<file path="src/rtl/leds_pkg.sv">
// Shared constants for the LED/PWM register file: word addresses and bus width.
package leds_pkg;

    localparam logic [3:0] ADDR_DATA   = 4'h0;
    localparam logic [3:0] ADDR_SET    = 4'h1;
    localparam logic [3:0] ADDR_CLR    = 4'h2;
    localparam logic [3:0] ADDR_MASK   = 4'h3;
    localparam logic [3:0] ADDR_RELOAD = 4'h4;
    localparam logic [3:0] ADDR_DUTY   = 4'h5;

    localparam int RDATA_W = 32;

endpackage

</file>
<file path="src/rtl/leds_blink_timer.sv">
// Free-running blink prescaler: phase toggles every reload_i+1 cycles and
// restarts high whenever a new reload value is written.
module leds_blink_timer #(
    parameter int PRESCALE_BITS = 24
) (
    input  logic                     clk_i,
    input  logic                     reset_i,
    input  logic [PRESCALE_BITS-1:0] reload_i,
    input  logic                     reload_wr_i,
    output logic                     phase_o
);

    logic [PRESCALE_BITS-1:0] count_q, count_d;
    logic                     phase_q, phase_d;

    always_comb begin
        count_d = count_q + PRESCALE_BITS'(1);
        phase_d = phase_q;
        // A reload write restarts the half-period, so shrinking reload below count is harmless.
        if (reload_wr_i) begin
            count_d = '0;
            phase_d = 1'b1;
        end else if (count_q == reload_i) begin
            count_d = '0;
            phase_d = ~phase_q;
        end
    end

    always_ff @(posedge clk_i) begin
        if (reset_i) begin
            count_q <= '0;
            phase_q <= 1'b1;
        end else begin
            count_q <= count_d;
            phase_q <= phase_d;
        end
    end

    assign phase_o = phase_q;

endmodule

</file>
<file path="src/rtl/leds_pwm.sv">
// Avalon-MM LED port with readback, atomic set/clear, per-LED blink and
// global PWM brightness. Read latency is one cycle; pins are registered.
module leds_pwm
    import leds_pkg::*;
#(
    parameter int                       NUM_LEDS      = 8,
    parameter int                       PWM_BITS      = 8,
    parameter int                       PRESCALE_BITS = 24,
    parameter logic [PRESCALE_BITS-1:0] BLINK_DEFAULT = PRESCALE_BITS'(12_499_999)
) (
    input  logic                csi_clk,
    input  logic                csi_reset,
    input  logic [3:0]          avs_s1_address,
    input  logic                avs_s1_write,
    input  logic [31:0]         avs_s1_writedata,
    input  logic                avs_s1_read,
    output logic [31:0]         avs_s1_readdata,
    output logic [NUM_LEDS-1:0] user_dataout_0
);

    localparam logic [PWM_BITS:0] DUTY_FULL = {1'b1, {PWM_BITS{1'b0}}};

    logic [NUM_LEDS-1:0]      data_q, data_d;
    logic [NUM_LEDS-1:0]      mask_q, mask_d;
    logic [PRESCALE_BITS-1:0] reload_q, reload_d;
    logic [PWM_BITS:0]        duty_q, duty_d;
    logic [PWM_BITS-1:0]      pwm_cnt_q, pwm_cnt_d;
    logic [NUM_LEDS-1:0]      dout_q, dout_d;
    logic [RDATA_W-1:0]       rdata_q, rdata_d;

    logic                     reload_wr;
    logic                     phase;
    logic                     pwm_on;
    logic [NUM_LEDS-1:0]      wdata_leds;
    logic                     unused_wdata;

    assign wdata_leds   = avs_s1_writedata[NUM_LEDS-1:0];
    assign unused_wdata = ^avs_s1_writedata;
    assign reload_wr    = avs_s1_write && (avs_s1_address == ADDR_RELOAD);

    leds_blink_timer #(
        .PRESCALE_BITS (PRESCALE_BITS)
    ) u_blink (
        .clk_i       (csi_clk),
        .reset_i     (csi_reset),
        .reload_i    (reload_q),
        .reload_wr_i (reload_wr),
        .phase_o     (phase)
    );

    always_comb begin
        data_d   = data_q;
        mask_d   = mask_q;
        reload_d = reload_q;
        duty_d   = duty_q;
        if (avs_s1_write) begin
            case (avs_s1_address)
                ADDR_DATA:   data_d   = wdata_leds;
                ADDR_SET:    data_d   = data_q | wdata_leds;
                ADDR_CLR:    data_d   = data_q & ~wdata_leds;
                ADDR_MASK:   mask_d   = wdata_leds;
                ADDR_RELOAD: reload_d = avs_s1_writedata[PRESCALE_BITS-1:0];
                ADDR_DUTY:   duty_d   = avs_s1_writedata[PWM_BITS:0];
                default:     ;
            endcase
        end
    end

    // Readback uses pre-write register values, so a same-cycle read+write returns old data.
    always_comb begin
        rdata_d = rdata_q;
        if (avs_s1_read) begin
            case (avs_s1_address)
                ADDR_DATA, ADDR_SET, ADDR_CLR: rdata_d = RDATA_W'(data_q);
                ADDR_MASK:                     rdata_d = RDATA_W'(mask_q);
                ADDR_RELOAD:                   rdata_d = RDATA_W'(reload_q);
                ADDR_DUTY:                     rdata_d = RDATA_W'(duty_q);
                default:                       rdata_d = '0;
            endcase
        end
    end

    assign pwm_cnt_d = pwm_cnt_q + PWM_BITS'(1);
    assign pwm_on    = ({1'b0, pwm_cnt_q} < duty_q);
    assign dout_d    = data_q & (~mask_q | {NUM_LEDS{phase}}) & {NUM_LEDS{pwm_on}};

    always_ff @(posedge csi_clk) begin
        if (csi_reset) begin
            data_q    <= '0;
            mask_q    <= '0;
            reload_q  <= BLINK_DEFAULT;
            duty_q    <= DUTY_FULL;
            pwm_cnt_q <= '0;
            dout_q    <= '0;
            rdata_q   <= '0;
        end else begin
            data_q    <= data_d;
            mask_q    <= mask_d;
            reload_q  <= reload_d;
            duty_q    <= duty_d;
            pwm_cnt_q <= pwm_cnt_d;
            dout_q    <= dout_d;
            rdata_q   <= rdata_d;
        end
    end

    assign avs_s1_readdata = rdata_q;
    assign user_dataout_0  = dout_q;

endmodule

</file>
<file path="config.mk">
export PLATFORM = sky130hd
export DESIGN_NAME = leds_pwm
export DESIGN_NICKNAME = d
export VERILOG_FILES = /design/src/rtl/leds_pkg.sv /design/src/rtl/leds_blink_timer.sv /design/src/rtl/leds_pwm.sv
export SDC_FILE = /design/constraint.sdc
export NUM_CORES = 1
export LEC_CHECK = 0
export CORE_AREA = 8 8 123 125
export DETAILED_ROUTE_END_ITERATION = 7
export DIE_AREA = 0 0 131 133
export SETUP_SLACK_MARGIN = 0.1
export SLEW_MARGIN = 25
export SYNTH_ARGS = -nofsm -noshare
export SYNTH_HDL_FRONTEND = slang
export SYNTH_SLANG_ARGS = --single-unit
</file>
<file path="constraint.sdc">
create_clock -name csi_clk -period 2.15 [get_ports csi_clk]
set_input_delay 0.3225 -clock csi_clk [delete_from_list [all_inputs] [get_ports csi_clk]]
set_output_delay 0.3225 -clock csi_clk [all_outputs]
set_load 0.02 [all_outputs]
</file>
==> Changelog: implementation <==
### Physical design

- Final hold violation count: 0
- R2r startpoint: reload_q[21]
- Latency at later pin: 0.42 ns
- ClkCell Share: 9.396%
- Flops after synth: 114
- Top Consumer: clock
- Site row count: 42
- Worst hold path cell count: 2
- OpenROAD warning count: 35
- Worst slew margin: 64.45%
- Layer with the highest usage: met2
- Clock power frac: 53.6%
- Largest class: logic gates
- Synth Flop Type: dfxtp_1
- Ys cells: 608
- Top sig layer: met4
- H-tree levels: 4
- Status: finished clean
- Critical Path Start: reload_q[21]
- Seq area share: 34.42%
- Worst r2r dst: u_blink.count_q[3]
## worst max-delay path, stage by stage, from the launching register on
cell     delay [ns]
dfxtp_1        0.34
xor2_1         0.17
nor4_1         0.41
nand4_1        0.36
o21ai_4        0.45
nor2_1         0.10
## what timing repair did
action,CTS,global route
resized,0,1
setup endpoints to repair,0,24
buffers inserted,0,1
hold endpoints to repair,0,0
## through the flow
step | util, % | worst slack (ns) | power, W | instance area, um^2
2_1_floorplan | - | 0.5444 | 0.002419 | 5200
3_3_place_gp | 45.64 | 0.04931 | 0.002554 | 5972
3_5_place_dp | 45.64 | 0.02548 | 0.002557 | 5972
4_1_cts | 50.40 | 0.1024 | 0.005471 | 6595
5_1_grt | 50.68 | 0.05620 | 0.005619 | 6631
6_report | 50.68 | 0.1911 | 0.005442 | 6631
Figure 1. Zoomed window.
Bar = 5 um. Region (88, 90) to (108, 110) um. Cells in grey, sequential cells in the stronger grey; small squares are vias.
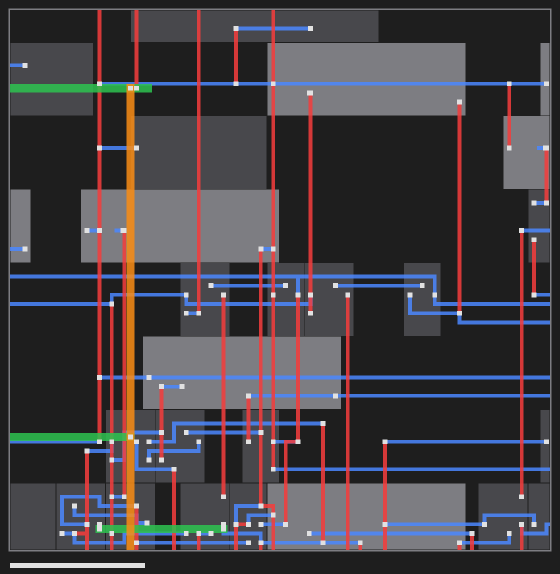
Key: M1 = blue; M2 = red; M4 = orange; M3 = green
Sequential cells in the window: 4. 17 logic cells have their middle in the window. Netlist names of flops here include avs_s1_readdata (3), reload_q (1).

Figure 2. Signal wires by layer.
Bar = 50 um. Only two layers are drawn.
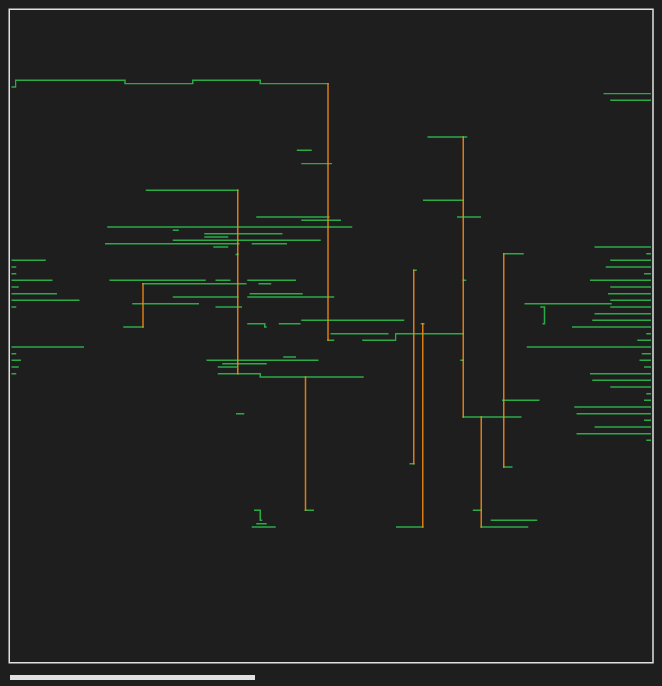
Key: M4 = orange [wire length 330 um]; M3 = green [wire length 926 um]

Figure 3. Track usage over the die.
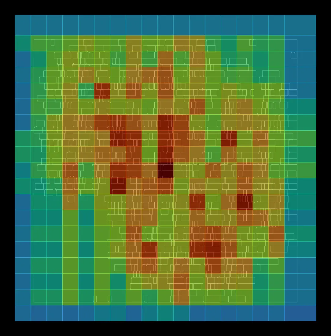
utilization after layout: 50.68%
met2 Track Usage GR: 25.73%

Figure 4. Wiring heat map.
The die is cut into 26 by 27 equal tiles; white is low, dark blue is high, scaled to the fullest tile. Values are wire area over tile area, all layers added.
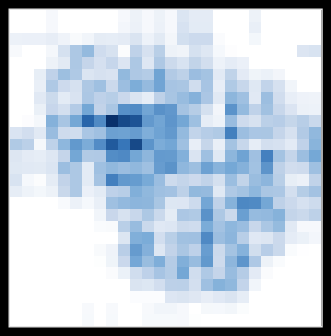
The mean over all tiles is 0.13. 8.8% of the tiles are over half the peak. 29% of the tiles are nearly empty.

Figure 5. Signal wires on met1.
Bar = 50 um.
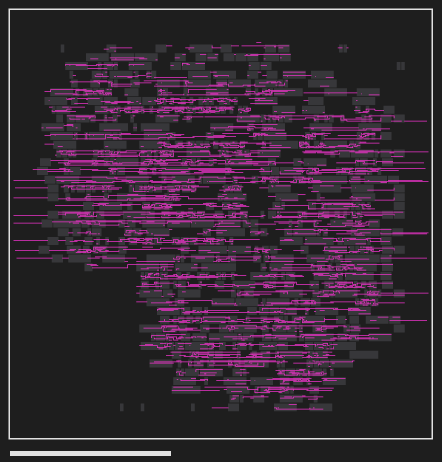
The layer holds 45% of the routed length. The wires run mostly horizontal. The longest straight run is 52.9 um.

Power is estimated from default activity; no workload was simulated.
